<file path="config.mk">
export PLATFORM = sky130hd
export DESIGN_NAME = game_mode_ctrl
export DESIGN_NICKNAME = d
export VERILOG_FILES = /design/src/rtl/game_pkg.sv /design/src/rtl/btn_debounce.sv /design/src/rtl/game_mode_ctrl.sv
export SDC_FILE = /design/constraint.sdc
export NUM_CORES = 1
export LEC_CHECK = 0
export CAP_MARGIN = 20
export CORE_MARGIN = 2
export CORE_UTILIZATION = 45
export CTS_CLUSTER_SIZE = 14
export DETAILED_ROUTE_END_ITERATION = 12
export HOLD_SLACK_MARGIN = 0.12
export SLEW_MARGIN = 30
export SYNTH_ARGS = -nofsm -noshare
export SYNTH_HDL_FRONTEND = slang
export SYNTH_SLANG_ARGS = --single-unit
</file>
<file path="constraint.sdc">
create_clock -name clk -period 8.5 [get_ports clk]
set_clock_uncertainty 0.05 [all_clocks]
set_input_delay 1.7 -clock clk [delete_from_list [all_inputs] [get_ports clk]]
set_output_delay 1.7 -clock clk [all_outputs]
set_load 0.005 [all_outputs]
</file>
<file path="src/rtl/game_pkg.sv">
// Shared encodings for the breakout mode sequencer: mode codes, field widths,
// button indices and small saturating/stepping helpers.
package game_pkg;

    localparam int MODE_W  = 3;
    localparam int LIVES_W = 2;
    localparam int LEVEL_W = 3;
    localparam int NUM_BTN = 4;

    typedef enum logic [MODE_W-1:0] {
        MODE_MENU     = 3'd0,
        MODE_SINGLE   = 3'd1,
        MODE_DUAL     = 3'd2,
        MODE_GAMEOVER = 3'd3,
        MODE_SETUP    = 3'd4,
        MODE_DEMO     = 3'd5
    } mode_e;

    // Bit positions inside btn_n / btn_press ({B5,B4,B3,B2}).
    localparam int BTN_B2 = 0;
    localparam int BTN_B3 = 1;
    localparam int BTN_B4 = 2;
    localparam int BTN_B5 = 3;

    function automatic logic [LEVEL_W-1:0] level_inc(input logic [LEVEL_W-1:0] lvl);
        return (lvl == '1) ? lvl : lvl + LEVEL_W'(1);
    endfunction

    function automatic logic [LIVES_W-1:0] lives_cfg_step(input logic [LIVES_W-1:0] cfg);
        return (cfg == LIVES_W'(3)) ? LIVES_W'(1) : cfg + LIVES_W'(1);
    endfunction

endpackage

</file>
<file path="src/rtl/btn_debounce.sv">
// Single-button debouncer: two-flop synchronizer, stability counter and a
// one-cycle pulse on an accepted press (1->0). Releases are accepted silently.
module btn_debounce #(
    parameter int DEB_CYCLES = 500000
) (
    input  logic clk,
    input  logic rst,
    input  logic btn_n_i,
    output logic press_o
);

    localparam int CW = (DEB_CYCLES > 1) ? $clog2(DEB_CYCLES) : 1;

    logic          sync1_q;
    logic          sync2_q;
    logic          deb_q;
    logic          press_q;
    logic [CW-1:0] cnt_q;
    logic          accept;

    // The sample has differed from the accepted level for DEB_CYCLES samples.
    assign accept = (sync2_q != deb_q) && (cnt_q == CW'(DEB_CYCLES - 1));

    always_ff @(posedge clk or posedge rst) begin
        if (rst) begin
            sync1_q <= 1'b1;
            sync2_q <= 1'b1;
            deb_q   <= 1'b1;
            press_q <= 1'b0;
            cnt_q   <= '0;
        end else begin
            // NOTE: non-blocking assignments make sync1 -> sync2 a real two-stage pipeline.
            sync1_q <= btn_n_i;
            sync2_q <= sync1_q;
            press_q <= accept && !sync2_q;
            if (sync2_q == deb_q || accept) begin
                cnt_q <= '0;
            end else begin
                cnt_q <= cnt_q + CW'(1);
            end
            if (accept) begin
                deb_q <= sync2_q;
            end
        end
    end

    assign press_o = press_q;

endmodule

</file>
<file path="src/rtl/game_mode_ctrl.sv">
// Breakout mode sequencer: button debounce, screen/mode FSM, lives/level and
// frame-aligned renderer select. `define ATTRACT_DEMO_EN adds the idle attract demo.
module game_mode_ctrl
    import game_pkg::*;
#(
    parameter int DEB_CYCLES      = 500000,
    parameter int LIVES_DEFAULT   = 3,
    parameter int GAMEOVER_FRAMES = 300,
    parameter int IDLE_FRAMES     = 600
) (
    input  logic         clk,
    input  logic         rst,
    input  logic [3:0]   btn_n,
    input  logic         v_sync,
    input  logic         lose,
    input  logic         level_clear,
    output logic [2:0]   mode,
    output logic [3:0]   btn_press,
    output logic         game_run,
    output logic         game_rst,
    output logic         paused,
    output logic [1:0]   lives,
    output logic [2:0]   level,
    output logic         src_sel
);

    localparam int GO_W = (GAMEOVER_FRAMES > 1) ? $clog2(GAMEOVER_FRAMES) : 1;

    for (genvar i = 0; i < NUM_BTN; i++) begin : g_btn
        btn_debounce #(
            .DEB_CYCLES (DEB_CYCLES)
        ) u_deb (
            .clk     (clk),
            .rst     (rst),
            .btn_n_i (btn_n[i]),
            .press_o (btn_press[i])
        );
    end

    mode_e               mode_q;
    logic [LIVES_W-1:0]  lives_q;
    logic [LIVES_W-1:0]  lives_cfg_q;
    logic [LEVEL_W-1:0]  level_q;
    logic                paused_q;
    logic                game_rst_q;
    logic                src_sel_q;
    logic [GO_W-1:0]     go_cnt_q;
    logic                vs_q;
    logic                lose_q;
    logic                clear_q;

    logic frame_tick;
    logic lose_edge;
    logic clear_edge;
    logic in_play;
    logic last_life_lost;
    logic go_expired;

    assign frame_tick     = vs_q && !v_sync;
    assign lose_edge      = lose && !lose_q;
    assign clear_edge     = level_clear && !clear_q;
    assign in_play        = (mode_q == MODE_SINGLE) || (mode_q == MODE_DUAL) || (mode_q == MODE_DEMO);
    assign last_life_lost = !paused_q && lose_edge && (lives_q == LIVES_W'(1));
    assign go_expired     = frame_tick && (go_cnt_q == GO_W'(GAMEOVER_FRAMES - 1));

`ifdef ATTRACT_DEMO_EN
    localparam int IDLE_W = (IDLE_FRAMES > 1) ? $clog2(IDLE_FRAMES) : 1;
    logic [IDLE_W-1:0] idle_cnt_q;
`else
    logic unused_idle_frames;
    assign unused_idle_frames = (IDLE_FRAMES != 0);
`endif

    always_ff @(posedge clk or posedge rst) begin
        if (rst) begin
            mode_q      <= MODE_MENU;
            lives_q     <= '0;
            lives_cfg_q <= LIVES_W'(LIVES_DEFAULT);
            level_q     <= '0;
            paused_q    <= 1'b0;
            game_rst_q  <= 1'b0;
            src_sel_q   <= 1'b0;
            go_cnt_q    <= '0;
            vs_q        <= 1'b1;
            lose_q      <= 1'b0;
            clear_q     <= 1'b0;
`ifdef ATTRACT_DEMO_EN
            idle_cnt_q  <= '0;
`endif
        end else begin
            // NOTE: game_rst defaults low every cycle, so any branch setting it yields a one-cycle pulse.
            game_rst_q <= 1'b0;
            vs_q       <= v_sync;
            lose_q     <= lose;
            clear_q    <= level_clear;

            // Renderer only switches at frame start to avoid tearing.
            if (frame_tick) begin
                src_sel_q <= in_play;
            end

`ifdef ATTRACT_DEMO_EN
            if (mode_q != MODE_MENU) begin
                idle_cnt_q <= '0;
            end
`endif

            case (mode_q)
                MODE_MENU: begin
                    if (btn_press[BTN_B2]) begin
                        mode_q     <= MODE_SINGLE;
                        lives_q    <= lives_cfg_q;
                        level_q    <= '0;
                        paused_q   <= 1'b0;
                        game_rst_q <= 1'b1;
                    end else if (btn_press[BTN_B5]) begin
                        mode_q     <= MODE_DUAL;
                        lives_q    <= lives_cfg_q;
                        level_q    <= '0;
                        paused_q   <= 1'b0;
                        game_rst_q <= 1'b1;
                    end else if (btn_press[BTN_B3]) begin
                        mode_q <= MODE_SETUP;
                    end
`ifdef ATTRACT_DEMO_EN
                    if (|btn_press) begin
                        idle_cnt_q <= '0;
                    end else if (frame_tick) begin
                        if (idle_cnt_q == IDLE_W'(IDLE_FRAMES - 1)) begin
                            idle_cnt_q <= '0;
                            mode_q     <= MODE_DEMO;
                            lives_q    <= lives_cfg_q;
                            level_q    <= '0;
                            paused_q   <= 1'b0;
                            game_rst_q <= 1'b1;
                        end else begin
                            idle_cnt_q <= idle_cnt_q + IDLE_W'(1);
                        end
                    end
`endif
                end

                MODE_SINGLE, MODE_DUAL: begin
                    if (!paused_q) begin
                        if (lose_edge) begin
                            if (lives_q == LIVES_W'(1)) begin
                                lives_q  <= '0;
                                mode_q   <= MODE_GAMEOVER;
                                go_cnt_q <= '0;
                            end else begin
                                lives_q    <= lives_q - LIVES_W'(1);
                                game_rst_q <= 1'b1;
                            end
                        end else if (clear_edge) begin
                            level_q    <= level_inc(level_q);
                            game_rst_q <= 1'b1;
                        end
                    end
                    if (mode_q == MODE_SINGLE && btn_press[BTN_B4] && !last_life_lost) begin
                        paused_q <= !paused_q;
                    end
                end

                MODE_GAMEOVER: begin
                    if (btn_press[BTN_B2] || go_expired) begin
                        mode_q   <= MODE_MENU;
                        go_cnt_q <= '0;
                    end else if (frame_tick) begin
                        go_cnt_q <= go_cnt_q + GO_W'(1);
                    end
                end

                MODE_SETUP: begin
                    if (btn_press[BTN_B3]) begin
                        lives_cfg_q <= lives_cfg_step(lives_cfg_q);
                    end
                    if (btn_press[BTN_B2]) begin
                        mode_q <= MODE_MENU;
                    end
                end

`ifdef ATTRACT_DEMO_EN
                MODE_DEMO: begin
                    if (|btn_press) begin
                        mode_q <= MODE_MENU;
                    end else if (lose_edge) begin
                        game_rst_q <= 1'b1;
                    end else if (clear_edge) begin
                        level_q    <= level_inc(level_q);
                        game_rst_q <= 1'b1;
                    end
                end
`endif

                default: begin
                    mode_q <= MODE_MENU;
                end
            endcase
        end
    end

    assign mode     = mode_q;
    assign game_run = in_play && !paused_q;
    assign game_rst = game_rst_q;
    assign paused   = paused_q;
    assign lives    = lives_q;
    assign level    = level_q;
    assign src_sel  = src_sel_q;

endmodule

</file>
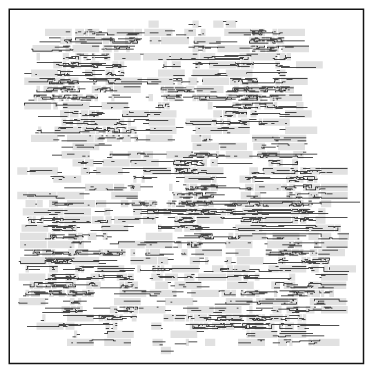
m1.png
(3 px per um)
The layer carries 5190 um of wire. 568 nets have wire on it. The wires run mostly horizontal. The layer holds 47% of the routed length.
Vias: 4219
final wirelength: 11.1 mm
met1 GRT Util: 21.9%

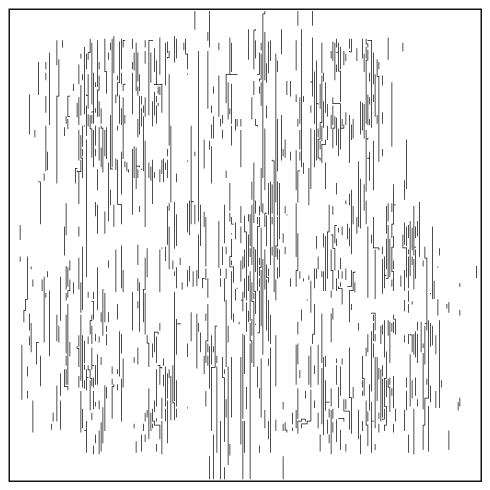
m2.png
(4 px per um)
The layer holds 48% of the routed length. The layer carries 5350 um of wire.
M2 GR Usage: 28.2%

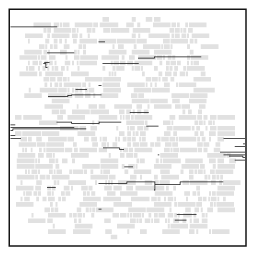
m3.png
(2 px per um)
24 nets have wire on it. The layer holds 3.7% of the routed length. The layer carries 412 um of wire. The wires run mostly horizontal. The longest straight run is 36.6 um.
routing usage on met3: 5.23%

==> reports/results.ini <==
[synthesis]
common_cells=dfrtp_1, nor2_1, nand2_1
yosys-stat-cells=571
yosys-top-cells-area=dfrtp_1, dfstp_2, nor2_1, xor2_1, xnor2_1
ys_warn_count=0
yosysTopAreaCell=dfrtp_1
async_flop_share_pct=100
synth_cells=571
synth.avg_cell_area_sq_um=10.2
synthDominantCellAreaShare_pct=44.0
top_cell=dfrtp_1
synth-edff-count=0
synth_nets=589
ys_ff=117
syn_area_sq_mm=0.00581

[cts]
cts_sinks=117
clockRootBuffer=clkbuf_16
hold_buffers=0
clock.latency.late_pin_ns=0.42
clk_pin_slew_ns=0.05

[routing]
top_layer_used=met4
wl_met1_mm=5.19
wl_met2_mm=5.35
wl_met3_um=411

[cells_and_area]
mostFrequentLayoutCells=dfrtp_1, nor2_1, nand2_1
max_flop_register=g_btn.u_deb.cnt_q
syn_to_final_growth_pct=16.4
largestRegisters=g_btn.u_deb.cnt_q (76), go_cnt_q (9)
diodes=0
final_common_cell=dfrtp_1
nets=615
nFillCells=1148

[placed_design]
port_buffers=24
gp_congestion=0.788
dp.cells=750

[die]
dieArea_sq_mm=0.0138
die_h_um=118
core_sq_mm=0.0126
floorplan.core_util_pct=46.0
die_w_um=118
num_rows=41

[power_and_ir_drop]
seq_power_w=0.000573
p_per_area_mw_per_mm2=191
clock_power_share_pct=52.9
total_power_w=0.00129
intPower_w=0.00102
p_leak_nw=2.74
p_sw_w=0.000267
pg_comb_w=0.0000332
top_power_group=clock

[critical_path]
reg2reg_from=level[0]
critical_path_class=reg2out
rr_endpoint=level[0]
critPathMaxStageDelay_ns=0.62
ff2ff_path_depth=6
critical_path.top_delay_family=flip-flops
cp_max_fo=17

[global_routing]
grt_pass1_vias=4302
grt-ovfl-total=0

[outcome]
status=completed

[worst_hold_path]
min_to=g_btn[0].u_deb.sync2_q
hp-class=reg2reg
holdPathStages=0

[timing]
holdWs_ns=0.304
rsz0062_at_grt=false
setup_ws_ns=4.62
drv_slew=0
max_slew_margin_pct=47.3

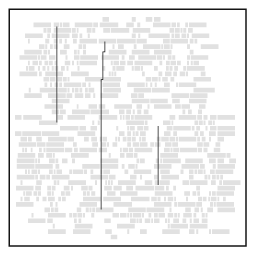
m4.png
(2 px per um)
The wires run mostly vertical. The layer holds 1.5% of the routed length.

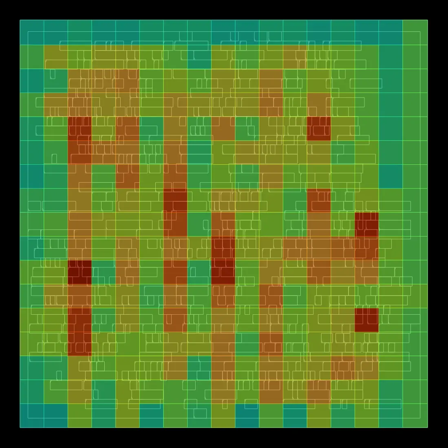
congestion_map.png
WL/cell: 14.2 um
gr busiest metal: met2
total track usage: 17.6%
final core occ: 53.5%

[cells by family (layout without fill, tap and decap cells)]
logic type                 Yosys count  after routing  synth area share [%]
DFF                                117            117                  50.7
buffers and inverters               41             80                  3.02
adders and majority gates            9              9                  1.94
xor gates and xnor gates            50             50                  7.54
muxes                               11             11                  2.03
and+or+nand+nor                    260            260                  24.4
AOI/OAI and AO/OA                   83             83                  10.3
[area by class of cell]
class	instances	area, sq um	share of cell area, %
well taps	172	215	3.19
clock inverters	10	105	1.56
flip-flops and latches	117	2950	43.6
inverters	22	85.1	1.26
multi-input cells	413	2690	39.7
repair buffers	26	255	3.78
clock buffers	22	464	6.87
